$ cat src/rtl/div_seq.sv
// Iterative restoring radix-2 integer divider, one quotient bit per clock.
// Optional per-operation signed mode, divide-by-zero flag, valid/ready on both sides.
module div_seq #(
    parameter int WIDTH     = 32,
    parameter bit SIGNED_EN = 1'b1
) (
    input  logic             clk,
    input  logic             rst_n,
    input  logic             in_valid,
    output logic             in_ready,
    input  logic [WIDTH-1:0] dividend,
    input  logic [WIDTH-1:0] divisor,
    input  logic             is_signed,
    output logic             out_valid,
    input  logic             out_ready,
    output logic [WIDTH-1:0] quotient,
    output logic [WIDTH-1:0] remainder,
    output logic             div_by_zero,
    output logic             busy
);

    localparam int CW = (WIDTH > 1) ? $clog2(WIDTH) : 1;

    typedef enum logic [1:0] {IDLE, CALC, FIX, DONE} state_t;

    state_t state, state_next;

    logic [WIDTH-1:0] dvd_q;
    logic [WIDTH-1:0] dvs_q;
    logic [WIDTH-1:0] raw_dvd_q;
    logic [WIDTH-1:0] rem_q;
    logic [WIDTH-1:0] quo_q;
    logic [CW-1:0]    cnt_q;
    logic             neg_q;
    logic             rneg_q;

    logic             sgn;
    logic [WIDTH-1:0] dvd_abs;
    logic [WIDTH-1:0] dvs_abs;
    logic [WIDTH:0]   shifted;
    logic [WIDTH:0]   diff;
    logic             q_bit;
    logic [WIDTH-1:0] quo_fix;
    logic [WIDTH-1:0] rem_fix;

    // Magnitudes fit in WIDTH unsigned bits, including |MIN| = 2^(WIDTH-1).
    always_comb begin
        sgn     = is_signed && SIGNED_EN;
        dvd_abs = (sgn && dividend[WIDTH-1]) ? -dividend : dividend;
        dvs_abs = (sgn && divisor[WIDTH-1])  ? -divisor  : divisor;
        shifted = {rem_q, dvd_q[WIDTH-1]};
        diff    = shifted - {1'b0, dvs_q};
        q_bit   = ~diff[WIDTH];
        quo_fix = neg_q  ? -quo_q : quo_q;
        rem_fix = rneg_q ? -rem_q : rem_q;
    end

    always_ff @(posedge clk) begin
        if (!rst_n) begin
            state <= IDLE;
        end else begin
            state <= state_next;
        end
    end

    always_comb begin
        state_next = state;
        case (state)
            IDLE: if (in_valid) state_next = (divisor == '0) ? DONE : CALC;
            CALC: if (cnt_q == '0) state_next = FIX;
            FIX:  state_next = DONE;
            DONE: if (out_valid && out_ready) state_next = IDLE;
            default: state_next = IDLE;
        endcase
    end

    always_comb begin
        in_ready = (state == IDLE);
        busy     = (state != IDLE);
    end

    always_ff @(posedge clk) begin
        if (!rst_n) begin
            dvd_q       <= '0;
            dvs_q       <= '0;
            raw_dvd_q   <= '0;
            rem_q       <= '0;
            quo_q       <= '0;
            cnt_q       <= '0;
            neg_q       <= 1'b0;
            rneg_q      <= 1'b0;
            quotient    <= '0;
            remainder   <= '0;
            div_by_zero <= 1'b0;
            out_valid   <= 1'b0;
        end else begin
            case (state)
                IDLE: begin
                    if (in_valid) begin
                        dvd_q       <= dvd_abs;
                        dvs_q       <= dvs_abs;
                        raw_dvd_q   <= dividend;
                        rem_q       <= '0;
                        quo_q       <= '0;
                        cnt_q       <= CW'(WIDTH - 1);
                        neg_q       <= sgn && (dividend[WIDTH-1] ^ divisor[WIDTH-1]);
                        rneg_q      <= sgn && dividend[WIDTH-1];
                        div_by_zero <= 1'b0;
                    end
                end
                CALC: begin
                    rem_q <= q_bit ? diff[WIDTH-1:0] : shifted[WIDTH-1:0];
                    quo_q <= {quo_q[WIDTH-2:0], q_bit};
                    dvd_q <= {dvd_q[WIDTH-2:0], 1'b0};
                    cnt_q <= cnt_q - 1'b1;
                end
                FIX: begin
                    quotient  <= quo_fix;
                    remainder <= rem_fix;
                    out_valid <= 1'b1;
                end
                DONE: begin
                    // Entering DONE with out_valid low only happens on the zero-divisor path.
                    if (!out_valid) begin
                        quotient    <= '1;
                        remainder   <= raw_dvd_q;
                        div_by_zero <= 1'b1;
                        out_valid   <= 1'b1;
                    end else if (out_ready) begin
                        out_valid <= 1'b0;
                    end
                end
                default: ;
            endcase
        end
    end

endmodule

$ cat config.mk
export PLATFORM = sky130hd
export DESIGN_NAME = div_seq
export DESIGN_NICKNAME = d
export VERILOG_FILES = /design/src/rtl/div_seq.sv
export SDC_FILE = /design/constraint.sdc
export NUM_CORES = 1
export LEC_CHECK = 0
export ABC_CLOCK_PERIOD_IN_PS = 3420
export CAP_MARGIN = 20
export CORE_UTILIZATION = 52
export DETAILED_ROUTE_END_ITERATION = 12
export PLACE_DENSITY = 0.77
export SLEW_MARGIN = 20
export SYNTH_ARGS = -nofsm -noshare
export SYNTH_HDL_FRONTEND = slang
export SYNTH_SLANG_ARGS = --single-unit
$ cat constraint.sdc
create_clock -name clk -period 3.42 [get_ports clk]
set_clock_uncertainty 0.1 [all_clocks]
set_input_delay 0.342 -clock clk [delete_from_list [all_inputs] [get_ports clk]]
set_output_delay 0.342 -clock clk [all_outputs]
set_load 0.05 [all_outputs]
Run 1, M4 wires:
(2 px per µm) Supply wires on this layer in gray.
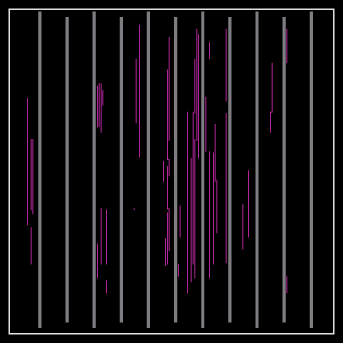
- share of all routed wire: 3.9%
- nets with wire on the layer: 35
- main direction: vertical
wirelength, routed: 38400 µm
overall via count from detail_route: 12900

Run 1, routing congestion:
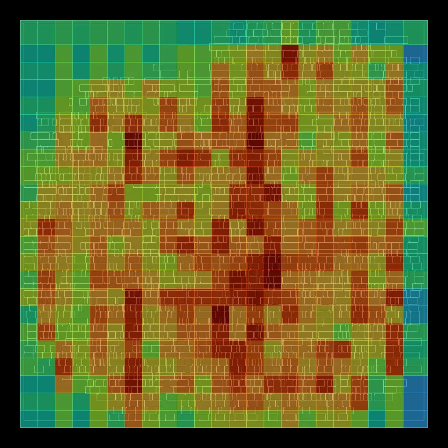
met1 Track Usage GR: 36.8%
peak-usage layer in the global routing report: met2
fraction of met2 tracks used by global routing: 48.6%
combined global-route utilization of all metal layers: 28.7%
met3 track demand over resource: 3.83%

Run 1, wires at chosen ports, followed through buffers:
(1.5 px per µm)
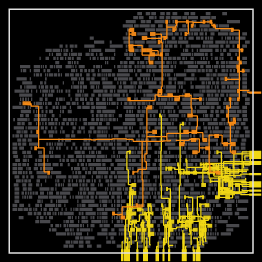
- `dividend`: yellow (bits 32; direction input; edge 20 bottom, 12 right; end cells 99; buffers 36; wire 1740 µm)
- `rst_n`: orange (bits 1; direction input; edge right; end cells 70; buffers 3; wire 844 µm)

Run 1, local utilization:
(2 px per µm) 16 x 16 tiles, from dark blue (low) to red (high), 0 to 100% covered.
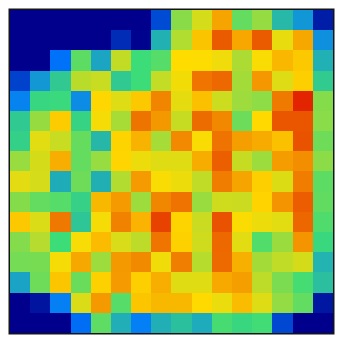
- fullest tile: 96%
- emptiest ninth of the die: top left
- nearly empty tiles: 8.2%
- mean over tiles: 60%
- tiles over 75% full: 33%

==> run 1: cells by family (layout without fill, tap and decap cells) <==
logic type	after synthesis	in the layout	share of synthesized area, %
buffers and inverters	174	317	5.62
AND-OR/OR-AND	553	553	26.9
flip-flops	235	235	35.6
AND/OR/NAND/NOR	521	521	17.8
multiplexers	5	5	0.426
XOR/XNOR	145	145	9.60
adder cells (fa/ha/maj)	43	43	4.12
==> run 1: layer usage <==
layer | part of all wire (%) | track usage [%] | up-vias
li1 | - | - | 6271
met1 | 42 | 36.8 | 6029
met2 | 48 | 48.6 | 487
met3 | 6.5 | 3.83 | 93
met4 | 3.9 | 11.6 | 0
met5 | 0 | 0 | -
==> run 1: final timing paths <==
kind / startpoint / end / cells after the start
setup / recovery: rem_q[18]$_SDFFE_PN0P_ / rem_q[12]$_SDFFE_PN0P_ / 11
hold / removal: rst_n / remainder[21]$_SDFFE_PN0P_ / 2
setup reg to reg: rem_q[18]$_SDFFE_PN0P_ / rem_q[12]$_SDFFE_PN0P_ / 11
hold reg to reg: dvd_q[27]$_SDFFE_PN0P_ / dvd_q[27]$_SDFFE_PN0P_ / 2
==> run 1: where the power goes <==
part,total [mW],leakage [nW],switching [mW],internal (mW)
sequential,3.85,1.92,0.449,3.40
combinational,5.55,3.93,3.59,1.97
clock,2.90,0.442,1.16,1.74
==> run 1: synth_stat cells, drive strengths merged (5+ instances only) <==
library cell / number / share of area (%)
o41ai: 17 / 1.1
a31o: 5 / 0.33
buf: 18 / 0.74
a221o: 10 / 0.76
and2: 6 / 0.28
dfxtp: 235 / 36
o211ai: 33 / 1.9
o21ai: 147 / 5.6
a311oi: 8 / 0.53
nor4: 16 / 0.92
o221ai: 17 / 1.1
xnor2: 44 / 2.9
or4: 9 / 0.62
or2: 8 / 0.38
a31oi: 6 / 0.28
o31ai: 31 / 1.8
a222oi: 11 / 0.83
a211oi: 29 / 1.6
nand4: 9 / 0.43
inv: 57 / 1.6
o211a: 13 / 0.98
clkbuf: 98 / 3.2
or3: 16 / 0.76
nand2: 232 / 6.6
o21bai: 5 / 0.28
xor2: 101 / 6.7
a21oi: 160 / 6.1
nor2b: 6 / 0.28
nor2: 142 / 4.0
ha: 42 / 4.0
nand2b: 14 / 0.78
a22oi: 32 / 1.8
nor3: 34 / 1.3
a21o: 5 / 0.28
nand3: 19 / 0.76
==> run 1: area by class of cell <==
type,instances,area (µm²),share of cell area [%]
well taps,330,413,2.57
inverters,58,220,1.37
repair buffers,211,1960,12.2
clock inverters,13,165,1.03
multi-input cells,1267,7880,49.0
flip-flops and latches,235,4700,29.3
clock buffers,35,734,4.57
==> run 1: through the flow <==
| step | TNS (ns) | area, µm² | cells | setup WS (ns) |
|---|---|---|---|---|
| 2_1_floorplan | 0 | 13200 | 1676 | 0.167 |
| 3_3_place_gp | 0 | 15100 | 2096 | 0.0551 |
| 3_5_place_dp | -0.0322 | 15100 | 2096 | -0.0167 |
| 4_1_cts | 0 | 16000 | 2145 | 0.0129 |
| 5_1_grt | 0 | 16100 | 2149 | 0.0329 |
| 6_report | 0 | 16100 | 2149 | 0.126 |
==> changes_impl.md, run 1 <==
### Physical design

* Reg-to-reg slack, setup at 0.13 ns
* CTS sink count at 235
* Library cell appearing most often on the critical path: sky130_fd_sc_hd__o21ai_0
* Setup violators final at 0
* Die Y-Extent at 162 µm
* Count of maximum capacitance violations at 0
* Num ports at 137
* Buffer count from post-CTS setup fixing at 1
* Wire length of the first global-routing pass at 61300 µm
* Clock tree from TritonCTS: done
* Chip area at 26100 µm²
* Category of the worst setup path launch point: flip-flop
* CP peak stage delay at 0.43 ns
* Number of cells produced by synthesis at 1676
* Clock root cell: sky130_fd_sc_hd__clkbuf_16
* Result of the run: finished clean
* Core Density at Floorplan at 52.8%
* Via-to-Cell Ratio at 5.99
* Remaining number of nets flagged by the antenna check after routing at 0
* Ratio of final minimum period to clock period at 96.3%
* Count of library flops with an enable pin at 0
* Final antenna diode count at 0
* Clock network latency to the later pin of the worst-skew pair at 0.54 ns
* Yosys warning total at 0
* Maximum VDD drop at 578 µV
* Number of distinct library cells after synthesis at 72
* Total count of hold-check failures in the final report at 0
* Final #Nets at 1911
* Leakage Power at 6.29 nW
* Number of buffers created by CTS at 26
* Critical path class: reg2reg
* Post-CTS Resized at 0
* Total of hold buffers inserted after clock tree synthesis at 0
* Arrival time at the worst endpoint at 3.61 ns
* Top logic cells by instance count in the layout: 235 x sky130_fd_sc_hd__dfxtp_1, 231 x sky130_fd_sc_hd__nand2_1, 157 x sky130_fd_sc_hd__a21oi_1
* Floorplan Nets at 1788
* Category of cells accounting for the largest share of critical-path delay: AND-OR/OR-AND gates
* Number of port buffers at 136
* Number of buffers and inverters on the critical path at 1
* Layout cells sized above 1 at 9.07%
* Number of design-rule violations left by the first detailed-router iteration at 1183
* Clock transition time at the flip-flop clock pins of the worst setup and hold paths at 0.07 ns
* Cell area power density at 765 nW/µm²
* Slew margin rel. at 30.8%
* Mean cell area of the mapped netlist at 7.89 µm²
* Vias in the first global route at 12000
* Pin count of the biggest net entering global routing at 85
==> run 2, diff against run 1 <==
--- a/config.mk
+++ b/config.mk
@@ -8,6 +8,8 @@
 export ABC_CLOCK_PERIOD_IN_PS = 3420
 export CAP_MARGIN = 20
+export CORE_ASPECT_RATIO = 1.2
 export CORE_UTILIZATION = 52
 export DETAILED_ROUTE_END_ITERATION = 12
+export HOLD_SLACK_MARGIN = 0.1
 export PLACE_DENSITY = 0.77
 export SLEW_MARGIN = 20
--- a/constraint.sdc
+++ b/constraint.sdc
@@ -3,3 +3,3 @@
 set_input_delay 0.342 -clock clk [delete_from_list [all_inputs] [get_ports clk]]
 set_output_delay 0.342 -clock clk [all_outputs]
-set_load 0.05 [all_outputs]
+set_load 0.01 [all_outputs]
==> changes_impl.md, run 2 <==
### Physical design

* Most numerous cell types in the synthesized netlist: 235 x sky130_fd_sc_hd__dfxtp_1, 232 x sky130_fd_sc_hd__nand2_1, 159 x sky130_fd_sc_hd__a21oi_1 (unchanged)
* Post-Layout Cell Count at 2135 (was 2149)
* Total non-filler cell area in the finished layout at 15900 µm² (was 16100 µm²)
* Total count of hold-check failures in the final report at 0 (unchanged)
* Minimum setup slack in the final design at 0.0977 ns (was 0.126 ns)
* Critical path class: reg2reg (unchanged)
* Mean cell area of the mapped netlist at 7.89 µm² (unchanged)
* Number of cell instances on the worst register-to-register path at 13 (was 11)
* Clock network latency to the later pin of the worst-skew pair at 0.53 ns (was 0.54 ns)
* Total of hold buffers inserted after clock tree synthesis at 0 (unchanged)
* Synth top area share at 35.6% (unchanged)
* Result of the run: finished clean (unchanged)
* Die Y-Extent at 177 µm (was 162 µm)
* Maximum VDD drop at 413 µV (was 578 µV)
* Remaining number of nets flagged by the antenna check after routing at 0 (unchanged)
* Ratio of final minimum period to clock period at 97.1% (was 96.3%)
* Cell count after placement at 2089 (was 2096)
* Overall via count from detail_route at 12900 (about the same)
* Clock tree from TritonCTS: done (unchanged)
* R2R Path End: rem_q[4]$_SDFFE_PN0P_ (was rem_q[12]$_SDFFE_PN0P_)
* Critical path depth at 13 (was 11)
* Leading cell types by total area after synthesis: sky130_fd_sc_hd__dfxtp_1 36%, sky130_fd_sc_hd__xor2_1 6.7%, sky130_fd_sc_hd__nand2_1 6.6%, sky130_fd_sc_hd__a21oi_1 6.0%, sky130_fd_sc_hd__o21ai_0 5.5% (unchanged)
## run 2: cell count changes in the layout (fill, tap and decap cells not counted), sizes merged
cell	previous run	this run
inv	57	58
clkinv	10	3
buf	75	71
bufinv	3	4
## run 2: routing by layer
metal  track usage [%]  up-vias  part of all wire (%)
met5                 0        -                     0
met1              35.5     6139                    41
li1                  -     6246                     -
met4              12.7        0                   4.4
met2              53.0      425                    50
met3              2.53       93                   4.9
## run 2: cell families after synthesis
logic type	share of synthesized area, %
AND-OR/OR-AND	26.9
AND/OR/NAND/NOR	17.8
flip-flops	35.6
buffers and inverters	5.62
XOR/XNOR	9.60
adder cells (fa/ha/maj)	4.12
multiplexers	0.426
## run 2: worst min-delay path by stage
stage               cells after the start  slack [ns]                      to              startpoint
floorplan                               2        0.33  dvd_q[20]$_SDFFE_PN0P_  dvd_q[20]$_SDFFE_PN0P_
global placement                        2        0.34  dvd_q[22]$_SDFFE_PN0P_  dvd_q[22]$_SDFFE_PN0P_
detailed placement                      2        0.34  dvd_q[22]$_SDFFE_PN0P_  dvd_q[22]$_SDFFE_PN0P_
CTS                                     3        0.27   dvs_q[0]$_SDFFE_PN0P_                   rst_n
global route                            3        0.29   dvs_q[0]$_SDFFE_PN0P_                   rst_n
finish                                  3        0.27  dvd_q[30]$_SDFFE_PN0P_                   rst_n
## run 2: repair_timing
item | in CTS | in global routing
cloned | 0 | 0
setup buffers | 1 | 1
endpoints found under the setup margin | 11 | 26
pin swaps | 2 | 4
resized | 0 | 6
## run 2: layout make-up
type / count / area [µm²] / share of cell area (%)
Clock buffer: 36 / 697 / 4.37
Clock inverter: 8 / 146 / 0.918
Inverter: 58 / 220 / 1.38
Multi-Input combinational cell: 1267 / 7840 / 49.2
Sequential cell: 235 / 4700 / 29.5
Tap cell: 325 / 407 / 2.55
Timing Repair Buffer: 206 / 1930 / 12.1
## run 2: power by group through the flow
stage / Sequential [mW] / Clock, mW / Combinational (mW)
floorplan: 3.89 / 0 / 2.65
global placement: 3.85 / 0 / 4.42
detailed placement: 3.87 / 0 / 4.48
CTS: 3.82 / 2.84 / 4.52
global route: 3.90 / 2.97 / 4.99
finish: 3.83 / 2.83 / 4.58
## run 2: worst reg2reg max path, cell delays in order, from the launching register on
cell and delay (ns):
sky130_fd_sc_hd__dfxtp_1 0.33, sky130_fd_sc_hd__inv_1 0.07, sky130_fd_sc_hd__ha_1 0.22, sky130_fd_sc_hd__fa_2 0.35, sky130_fd_sc_hd__nand2b_4 0.16, sky130_fd_sc_hd__a21oi_4 0.16
sky130_fd_sc_hd__o211ai_1 0.19, sky130_fd_sc_hd__a21oi_2 0.21, sky130_fd_sc_hd__nor2_2 0.07, sky130_fd_sc_hd__o31a_1 0.27, sky130_fd_sc_hd__mux2_4 0.31, sky130_fd_sc_hd__or2_1 0.26
sky130_fd_sc_hd__buf_12 0.18, sky130_fd_sc_hd__a221o_1 0.33
Run 2, local utilization:
(2 px per µm) 15 x 18 tiles, from dark blue (low) to red (high), 0 to 100% covered.
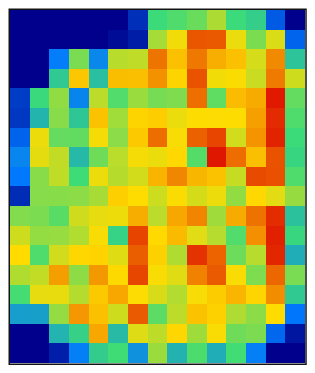
- mean over tiles: 60%
- fullest tile: 97%
- tiles over 75% full: 31%
Core Density at Floorplan: 53.3%
area of the core region: 24800 µm²
final standard cell utilization of the core: 64.2%

Run 2, M4 wires:
(2 px per µm) Supply wires on this layer in gray.
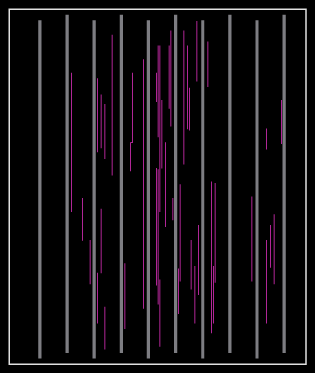
- main direction: vertical
- longest straight run: 124 µm
- wire length on this layer: 1690 µm

==> run 3, diff against run 2 <==
REMOVE_ABC_BUFFERS = 1   (was default)
==> changes_impl.md, run 3 <==
### Physical design

* Category of the worst setup path launch point: flip-flop (unchanged)
* Synth top area share at 35.6% (unchanged)
* Ratio of final minimum period to clock period at 96.2% (was 97.1%)
* Clock network latency to the later pin of the worst-skew pair at 0.52 ns (was 0.53 ns)
* Leakage Power at 6.18 nW (was 6.24 nW)
* Layout cells sized above 1 at 7.99% (was 8.23%)
* Hold path cells at 3 (unchanged)
* Arrival time at the worst endpoint at 3.59 ns (was 3.63 ns)
* Mean cell area of the mapped netlist at 7.89 µm² (unchanged)
* Number of distinct library cells after synthesis at 72 (unchanged)
* Number of design-rule violations left by the first detailed-router iteration at 853 (was 881)
* Top logic cells by instance count in the layout: 235 x sky130_fd_sc_hd__dfxtp_1, 230 x sky130_fd_sc_hd__nand2_1, 157 x sky130_fd_sc_hd__a21oi_1 (was 235 x sky130_fd_sc_hd__dfxtp_1, 231 x sky130_fd_sc_hd__nand2_1, 156 x sky130_fd_sc_hd__a21oi_1)
* Pre-CTS WS at -0.0565 ns (was -0.00250 ns)
* Pin count of the biggest net entering global routing at 91 (was 114)
* Clock transition time at the flip-flop clock pins of the worst setup and hold paths at 0.06 ns (about the same)
* Vias in the first global route at 11800 (was 12300)
* Maximum VDD drop at 421 µV (was 413 µV)
* Via-to-Cell Ratio at 5.86 (was 6.04)
* Leading cell types by total area after synthesis: sky130_fd_sc_hd__dfxtp_1 36%, sky130_fd_sc_hd__xor2_1 6.7%, sky130_fd_sc_hd__nand2_1 6.6%, sky130_fd_sc_hd__a21oi_1 6.0%, sky130_fd_sc_hd__o21ai_0 5.5% (unchanged)
* Clock tree from TritonCTS: done (unchanged)
* Final antenna diode count at 0 (unchanged)
* Post-synthesis cell type with the largest instance count: sky130_fd_sc_hd__dfxtp_1 (unchanged)
* Count of maximum capacitance violations at 0 (unchanged)
* Core Density at Floorplan at 53.3% (unchanged)
* Minimum setup slack in the final design at 0.129 ns (was 0.0977 ns)
* R2R Path End: rem_q[5]$_SDFFE_PN0P_ (was rem_q[4]$_SDFFE_PN0P_)
* Result of the run: finished clean (unchanged)
* Setup violators final at 0 (unchanged)
* Area after DPL at 15000 µm² (was 15100 µm²)
[run 3: cell counts after synthesis]
No cell type changed its count.
[run 3: area by class of cell]
cell class / instances / area [µm²] / area share, %
clock buffers: 37 / 701 / 4.42
repair buffers: 200 / 1870 / 11.8
flip-flops and latches: 235 / 4700 / 29.7
multi-input cells: 1267 / 7840 / 49.4
clock inverters: 6 / 109 / 0.687
well taps: 325 / 407 / 2.57
inverters: 58 / 220 / 1.39
[run 3: routing by layer]
layer | wire (µm) | vias to the layer above | track usage, %
li1 | - | 6221 | -
met1 | 15100 | 5781 | 33.2
met2 | 17300 | 380 | 47.8
met3 | 1600 | 92 | 2.78
met4 | 1370 | 0 | 11.3
met5 | 0 | - | 0
[run 3: stage by stage]
step	cells	hold slack [ns]
finish	2128	0.176
global route	2128	0.173
CTS	2126	0.184
detailed placement	2083	0.344
global placement	2083	0.339
floorplan	1560	0.328
[run 3: worst max-delay path, cell delays in order (launching register included)]
cell and delay [ns]:
sky130_fd_sc_hd__dfxtp_1 0.33, sky130_fd_sc_hd__inv_1 0.06, sky130_fd_sc_hd__ha_2 0.19, sky130_fd_sc_hd__fa_2 0.34
sky130_fd_sc_hd__nand2b_4 0.15, sky130_fd_sc_hd__a21oi_2 0.16, sky130_fd_sc_hd__o211ai_1 0.18, sky130_fd_sc_hd__a21oi_2 0.22
sky130_fd_sc_hd__nor2_2 0.08, sky130_fd_sc_hd__o31a_1 0.27, sky130_fd_sc_hd__mux2_4 0.32, sky130_fd_sc_hd__or2_4 0.26
sky130_fd_sc_hd__buf_12 0.17, sky130_fd_sc_hd__a221o_1 0.33
[run 3: logic make-up after synthesis]
group	after synthesis	synth area share [%]
compound gates	553	26.9
simple gates	521	17.8
flops	235	35.6
buf+inv	174	5.62
xor+xnor	145	9.60
fa+ha+maj	43	4.12
mux	5	0.426
[run 3: timing repair]
action / in CTS / in global routing
gates cloned: 0 / 0
pin swaps: 2 / 4
buffers inserted: 0 / 2
hold buffers: 0 / 0
endpoints found under the setup margin: 12 / 22
gates resized: 1 / 5
hold endpoints to repair: 0 / 0
[run 3: worst max path at each step]
stage / end / depth (start not counted)
3_5_place_dp: rem_q[5]$_SDFFE_PN0P_ / 13
4_1_cts: rem_q[5]$_SDFFE_PN0P_ / 13
6_report: rem_q[5]$_SDFFE_PN0P_ / 13
5_1_grt: rem_q[6]$_SDFFE_PN0P_ / 13
2_1_floorplan: dvd_q[21]$_SDFFE_PN0P_ / 7
3_3_place_gp: rem_q[7]$_SDFFE_PN0P_ / 13
[run 3: power by group]
| part | total (mW) | leakage [nW] | switching, mW | internal, mW |
|---|---|---|---|---|
| Clock | 2.73 | 0.395 | 1.09 | 1.64 |
| Sequential | 3.81 | 1.92 | 0.413 | 3.40 |
| Combinational | 4.45 | 3.87 | 2.53 | 1.92 |
| Total | 11.0 | 6.18 | 4.03 | 6.96 |
Run 3, M4 wires:
(2 px per µm) Supply wires on this layer in gray.
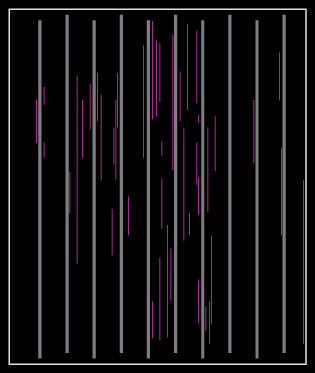
- share of all routed wire: 3.9%
- nets with wire on the layer: 35

Run 3, wires at chosen ports, followed through buffers:
(1.5 px per µm)
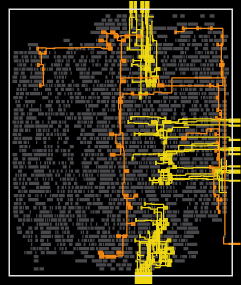
- `rst_n`: orange (bits 1; direction input; edge right; end cells 70; buffers 2; wire 881 µm)
- `dividend`: yellow (bits 32; direction input; edge 12 bottom, 11 right, 9 top; end cells 99; buffers 37; wire 2090 µm)
number of port buffers: 136
num ports: 137


==> screenshots <==
Clock distribution.
(2 px per µm)
(a)
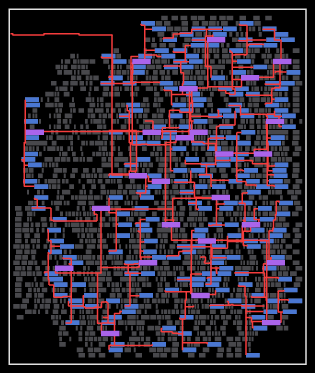
(b)
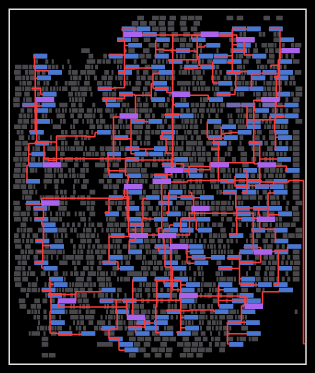
| from | picture |
|---|---|
| run 2 | (a) |
| run 3 | (b) |

Key to (b):
- clock wires: red (length 2950 µm)
- flip-flops: blue (count 235)
- clock-net drivers: purple (count 25)
- flops lie: all over the die
- routed clock nets: 26

No activity file was given, so power comes from the tool's default toggle rates.
